Fig. 1: run 1, M1 wires
Scale bar: 20 um. Cells faint in the background.
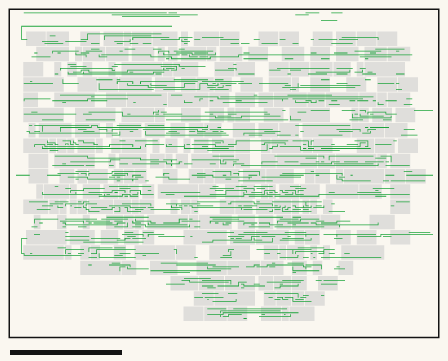
Fig. 2: run 1, the metal 2 layer
Scale bar: 20 um. Cells faint in the background.
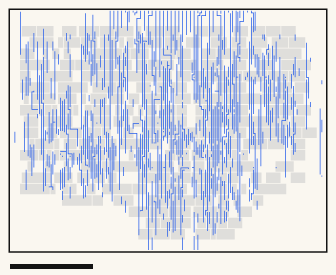
Fig. 3: run 1, M3 wires
Scale bar: 20 um. Cells faint in the background.
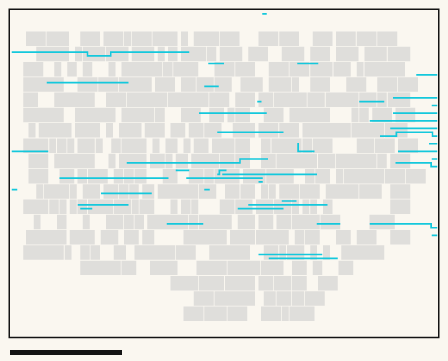
### config.mk
export PLATFORM = sky130hd
export DESIGN_NAME = uart_tx_arbiter
export DESIGN_NICKNAME = d
export VERILOG_FILES = /design/src/rtl/uart_tx_arbiter.sv
export SDC_FILE = /design/constraint.sdc
export NUM_CORES = 1
export LEC_CHECK = 0
export CAP_MARGIN = 5
export CORE_ASPECT_RATIO = 0.75
export CORE_MARGIN = 2
export CORE_UTILIZATION = 46
export CTS_CLUSTER_DIAMETER = 150
export DETAILED_ROUTE_END_ITERATION = 8
export PLACE_DENSITY = 0.87
export SETUP_SLACK_MARGIN = 0.05
export SKIP_CTS_REPAIR_TIMING = 1
export SLEW_MARGIN = 30
export SYNTH_ARGS = -nofsm -noshare
export SYNTH_HDL_FRONTEND = slang
export SYNTH_SLANG_ARGS = --single-unit
### constraint.sdc
create_clock -name sys_clk -period 2.88 [get_ports sys_clk]
set_input_delay 0.288 -clock sys_clk [delete_from_list [all_inputs] [get_ports sys_clk]]
set_output_delay 0.288 -clock sys_clk [all_outputs]
set_load 0.01 [all_outputs]
### src/rtl/uart_tx_arbiter.sv
// Round-robin arbiter sharing one uart_send transmitter among NUM_REQ byte
// producers. One byte in flight at a time. An optional packet lock keeps
// multi-byte messages contiguous on the line. A missing busy response is
// abandoned after BUSY_TIMEOUT cycles with a one-cycle busy_err pulse.
module uart_tx_arbiter #(
  parameter int NUM_REQ      = 4,
  parameter int BUSY_TIMEOUT = 16
) (
  input  logic                       sys_clk,
  input  logic                       sys_rst,
  input  logic [NUM_REQ-1:0]         req_valid,
  input  logic [8*NUM_REQ-1:0]       req_data,
  input  logic [NUM_REQ-1:0]         req_last,
  output logic [NUM_REQ-1:0]         req_ready,
  output logic                       uart_en,
  output logic [7:0]                 uart_din,
  input  logic                       uart_tx_busy,
  output logic [$clog2(NUM_REQ)-1:0] grant_id,
  output logic                       busy_err
);

  localparam int GW = $clog2(NUM_REQ);
  // One spare bit so the counter cannot wrap before the timeout fires.
  localparam int CW = $clog2(BUSY_TIMEOUT) + 1;

  typedef enum logic [1:0] {
    S_IDLE      = 2'd0,
    S_LAUNCH    = 2'd1,
    S_WAIT_BUSY = 2'd2,
    S_WAIT_DONE = 2'd3
  } state_t;

  state_t          r_state, w_state_next;
  logic [GW-1:0]   r_grant_id, w_grant_next;
  logic            r_lock, w_lock_next;
  logic [GW-1:0]   r_lock_id, w_lock_id_next;
  logic [7:0]      r_din, w_din_next;
  logic [CW-1:0]   r_cnt, w_cnt_next;
  logic            r_busy_err, w_err_next;

  logic [NUM_REQ-1:0] w_cand;
  logic [7:0]         w_byte [NUM_REQ];
  logic               w_found;
  logic [GW-1:0]      w_winner;
  logic               w_accept;
  logic [CW-1:0]      w_cnt_inc;

  // Per-requester candidate qualification and byte extraction. While locked
  // only the owner may be a candidate, and only when it actually offers data.
  for (genvar gi = 0; gi < NUM_REQ; gi++) begin : g_req
    assign w_cand[gi]    = req_valid[gi] & (~r_lock | (r_lock_id == GW'(gi)));
    assign w_byte[gi]    = req_data[8*gi +: 8];
    assign req_ready[gi] = w_accept & (w_winner == GW'(gi));
  end

  // Round-robin search starting just after the last grant. Scanning from the
  // farthest slot back to the nearest lets the nearest candidate win.
  always_comb begin
    int idx;
    w_found  = 1'b0;
    w_winner = r_grant_id;
    for (int k = NUM_REQ; k >= 1; k--) begin
      idx = (int'(r_grant_id) + k) % NUM_REQ;
      if (w_cand[GW'(idx)]) begin
        w_found  = 1'b1;
        w_winner = GW'(idx);
      end
    end
  end

  // A grant is only possible in IDLE with the transmitter free.
  assign w_accept  = (r_state == S_IDLE) && !uart_tx_busy && w_found;
  assign w_cnt_inc = r_cnt + CW'(1);

  // Next-state and next-register logic for the launch/wait sequence.
  always_comb begin
    w_state_next   = r_state;
    w_grant_next   = r_grant_id;
    w_lock_next    = r_lock;
    w_lock_id_next = r_lock_id;
    w_din_next     = r_din;
    w_cnt_next     = r_cnt;
    w_err_next     = 1'b0;
    case (r_state)
      S_IDLE: begin
        if (w_accept) begin
          w_state_next   = S_LAUNCH;
          w_din_next     = w_byte[w_winner];
          w_grant_next   = w_winner;
          w_lock_next    = ~req_last[w_winner];
          w_lock_id_next = w_winner;
        end
      end
      S_LAUNCH: begin
        w_cnt_next   = '0;
        w_state_next = S_WAIT_BUSY;
      end
      S_WAIT_BUSY: begin
        if (uart_tx_busy) begin
          w_state_next = S_WAIT_DONE;
        end else if (w_cnt_inc == CW'(BUSY_TIMEOUT - 1)) begin
          // Counter reaches its limit on this edge: the registered error pulse
          // lands BUSY_TIMEOUT cycles after the uart_en cycle. Lock and
          // grant pointer are left as they were; the byte is dropped.
          w_err_next   = 1'b1;
          w_state_next = S_IDLE;
        end else begin
          w_cnt_next = w_cnt_inc;
        end
      end
      S_WAIT_DONE: begin
        if (!uart_tx_busy) w_state_next = S_IDLE;
      end
      default: w_state_next = S_IDLE;
    endcase
  end

  // State and datapath registers with synchronous reset.
  always_ff @(posedge sys_clk) begin
    if (sys_rst) begin
      r_state    <= S_IDLE;
      r_grant_id <= GW'(NUM_REQ - 1);
      r_lock     <= 1'b0;
      r_lock_id  <= '0;
      r_din      <= 8'h00;
      r_cnt      <= '0;
      r_busy_err <= 1'b0;
    end else begin
      r_state    <= w_state_next;
      r_grant_id <= w_grant_next;
      r_lock     <= w_lock_next;
      r_lock_id  <= w_lock_id_next;
      r_din      <= w_din_next;
      r_cnt      <= w_cnt_next;
      r_busy_err <= w_err_next;
    end
  end

  assign uart_en  = (r_state == S_LAUNCH);
  assign uart_din = r_din;
  assign grant_id = r_grant_id;
  assign busy_err = r_busy_err;

endmodule

==> run notes, run 1 <==
Notes on the flow outputs.

- The layer with the highest usage after global routing is met2.
- CTS reports a maximum clock tree buffer depth of 2.
- The buffer and inverter count on the worst path reads 2.
- The clock power share reads 0.082.
- In the synthesized netlist, the number of instances is 201.
- The wire length of the first global-routing pass is 8360 um.
- The number of instances on the worst hold path reads 2.
- In the final layout, the multi-input gates occupy 0.00132 mm^2.
- The top logic cell by instance count in the layout is clkdlybuf4s50_1.
- The run finished with clean final reports.
- The total die size reads 0.00443 mm^2.
- The well tap count reads 52.
- The end of the worst register-to-register path reads uart_din[0]$_SDFFE_PP0P_.
- The worst register-to-register path begins at grant_id[0]$_SDFFE_PP1P_.
- The count of plain and timing-repair buffers in the layout is 81.
- The number of distinct library cells after synthesis reads 58.
- The setup slack after layout is 209 ps.
- The total overflow reported by the global router is 0.
- By area the synthesized netlist is led by dfxtp_1, mux2_2, o311ai_2.
- The power attributed to combinational cells is 0.00181 W.
- The number of global-route vias before repair reads 1794.
- Sorting the synthesis cell report by count puts at the top dfxtp_1.
- Per the layout report, the design carries 280 filler cells.
- The setup violation total in the final timing report is 0.
- The uppermost layer routed reads met4.
- The sum of negative setup slack is 0 ps.
- The core occupancy in the finished layout is 0.718.
- The worst hold slack is 504 ps.
- The synthesized area is 0.00180 mm^2.
- In this run the core area contains 19 standard-cell rows.
- Entering global routing, the biggest net connects 21 pins.
- The share of total power dissipated in combinational logic is 0.713.
- The upper clock frequency limit reads 0.374 GHz.
- Among all stages on the critical path, the largest delay is contributed by or4b_4.
- By area, the combinational part of the netlist is dominated by AND-OR/OR-AND gates.
- In this run, placement finished with an instance count of 319.
- The number of multi-input combinational cells is 158.
- The number of clock buffers added by TritonCTS is 3.
- The complex-gate fraction of the synthesized area is 0.263.
- The total clock sinks reads 21.
## Picture notes: Fig. 1
share of all routed wire: 43%
wire length on this layer: 2400 um
main direction: horizontal
longest straight run: 30.8 um
met1 track demand over resource: 0.295
wire length after detailed routing: 5580 um
overall via count from detail_route: 1914

## Picture notes: Fig. 2
longest straight run: 28.5 um
nets with wire on the layer: 291
met2 routing resource usage after global routing: 0.416

## Picture notes: Fig. 3
wire length on this layer: 330 um
share of all routed wire: 5.9%
longest straight run: 20.0 um
nets with wire on the layer: 35
met3 usage: 0.0530

Fig. 4: run 1, pin map
Scale bar: 20 um. Pins as bars across the die edge, other pins in gray.
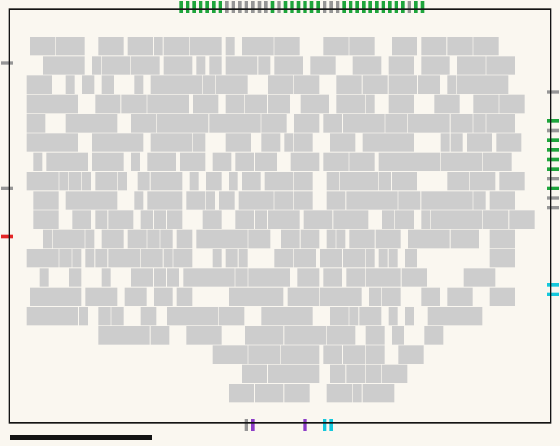

==> inputs of run 2 (changes only) <==
ABC_CLOCK_PERIOD_IN_PS = 2880   (was not set)
TNS_END_PERCENT = 1   (was not set)
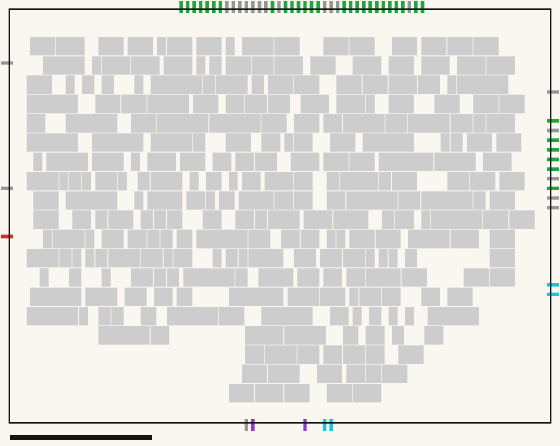
Fig. 5. Pin map (run 2).
Scale bar: 20 um. Pins as bars across the die edge, other pins in gray.
[req_data] green | pins: 32 | direction: input | edge: 26 north, 6 east
[grant_id] purple | pins: 2 | direction: output | edge: south
[uart_tx_busy] red | pins: 1 | direction: input | edge: west
[req_valid] cyan | pins: 4 | direction: input | edge: 2 south, 2 east
die y size: 58.1 um
number of port buffers: 58
Chip Width: 76.2 um

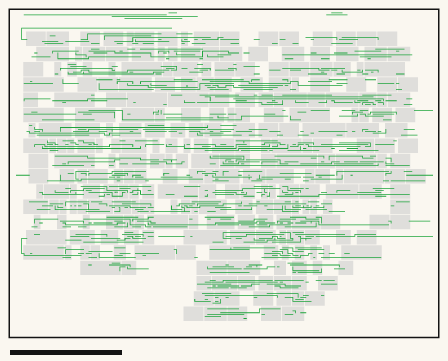
Fig. 6. M1 wires (run 2).
Scale bar: 20 um. Cells faint in the background.
wire length after detailed routing: 5400 um
overall via count from detail_route: 1879

==> run notes, run 2 <==
Notes on the flow outputs.

- The run finished, with violations left.
- The checks that failed: negative setup slack.
- The well tap count is 52.
- The global routing usage on met3 reads 0.0530.
- The core occupancy in the finished layout is 0.707.
- The last timing report of the flow puts the setup violation total at 2.
- The upper clock frequency limit is 0.335 GHz.
- The main area contributors are dfxtp_1, mux2_2, o311ai_2.
- In the post-route analysis, the smallest setup slack over all paths is -106 ps.
- The most used standard cell by instance count after synthesis reads dfxtp_1.
- The layer flagged by global routing as most heavily used is met2.
- In this run the critical register-to-register path is captured at uart_din[7]$_SDFFE_PP0P_.
- The site row count is 19.
- The area taken by multi-input logic gates is 0.00130 mm^2.
- The power share of the combinational group reads 0.712.
- The cell count after placement reads 319.
- The number of multi-input combinational cells reads 158.
- The largest net degree at the start of global routing is 21.
- On the final layout, the worst hold slack is 501 ps.
- In this run, the synthesized area fraction spent on AND-OR/OR-AND gates is recorded as 0.263.
- The sum of negative setup slack is -208 ps.
- The clock power share is 0.083.
- The global routing report lists met1 layer usage as 0.295.
- In this run the top signal layer used is met4.
- The launch instance of the worst register-to-register path is grant_id[0]$_SDFFE_PP1P_.
- The overall die size recorded for this design is 0.00443 mm^2.
- The synthesized instance count is 201.
Fig. 7: run 2, the metal 2 layer
Scale bar: 20 um. Cells faint in the background.
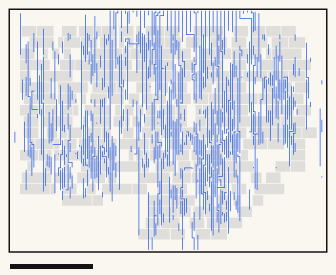

==> inputs of run 3 (changes only) <==
CORE_UTILIZATION = 55   (was 46)
DONT_BUFFER_PORTS = 1   (was not set)
PLACE_DENSITY = 0.77   (was 0.87)
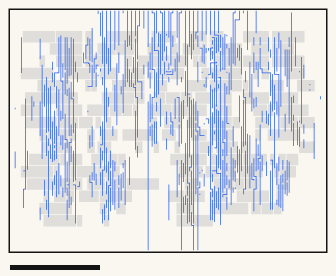
Fig. 8. The metal 2 layer (run 3).
Scale bar: 20 um. Cells faint in the background.
longest straight run: 32.8 um
wire length on this layer: 2240 um
main direction: vertical
nets with wire on the layer: 216
wire length after detailed routing: 4460 um
met2 routing resource usage after global routing: 0.417
overall via count from detail_route: 1637

==> run notes, run 3 <==
Notes on the flow outputs.

- The largest net degree at the start of global routing reads 22.
- The met1 global-route usage is 0.291.
- The power share of the combinational group is 0.630.
- The layer with the highest usage after global routing reads met2.
- Along the critical path, the tally of buffer and inverter instances is 0.
- The wire length of the first global-routing pass is 6970 um.
- The setup violation total in the final timing report reads 0.
- The run finished with clean final reports.
- The uppermost layer routed is met4.
- The synthesized area reads 0.00180 mm^2.
- Yosys attributes the largest share of cell area to dfxtp_1, mux2_2, o311ai_2.
- The well tap count is 38.
- The tally of filler cells in the layout is 264.
- The upper clock frequency limit reads 0.367 GHz.
- The maximum buffer depth of the clock tree is 2.
- The top logic cell by instance count in the layout is dfxtp_1.
- The most used standard cell by instance count after synthesis is dfxtp_1.
- The total overflow reported by the global router is 0.
- The total die size reads 0.00375 mm^2.
- Port buffering added 0 buffers.
- The vertical die dimension reported for this design is 53.5 um.
- The site row count is 17.
- The core occupancy in the finished layout is 0.619.
- The cell count after placement is 231.
- The sum of negative setup slack is 0 ps.
- The main kind of combinational logic by area reads AND-OR/OR-AND gates.
- The cell type of the slowest stage on the worst timing path is dfxtp_1.
- In this run, distinct cell masters in the synthesized netlist total 58.
- The capture point of the worst register-to-register path is recorded as uart_din[2]$_SDFFE_PP0P_.
- The clock tree has to reach 21 sinks.
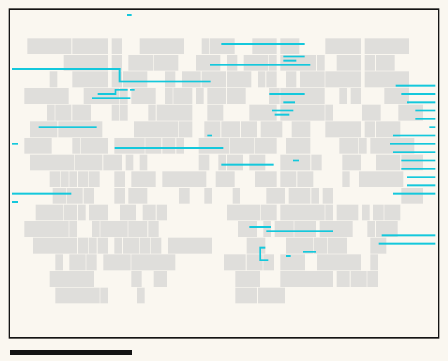
Fig. 9. M3 wires (run 3).
Scale bar: 20 um. Cells faint in the background.
wire length on this layer: 246 um
share of all routed wire: 5.5%
met3 usage: 0.0610


==> layout pictures side by side <==
Routing congestion map.
panel A
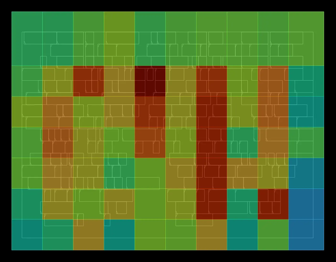
panel B
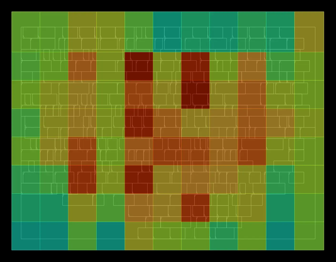
- run 1 = panel B
- run 3 = panel A

Power figures rest on the tool's default switching activity, not on a simulated workload.
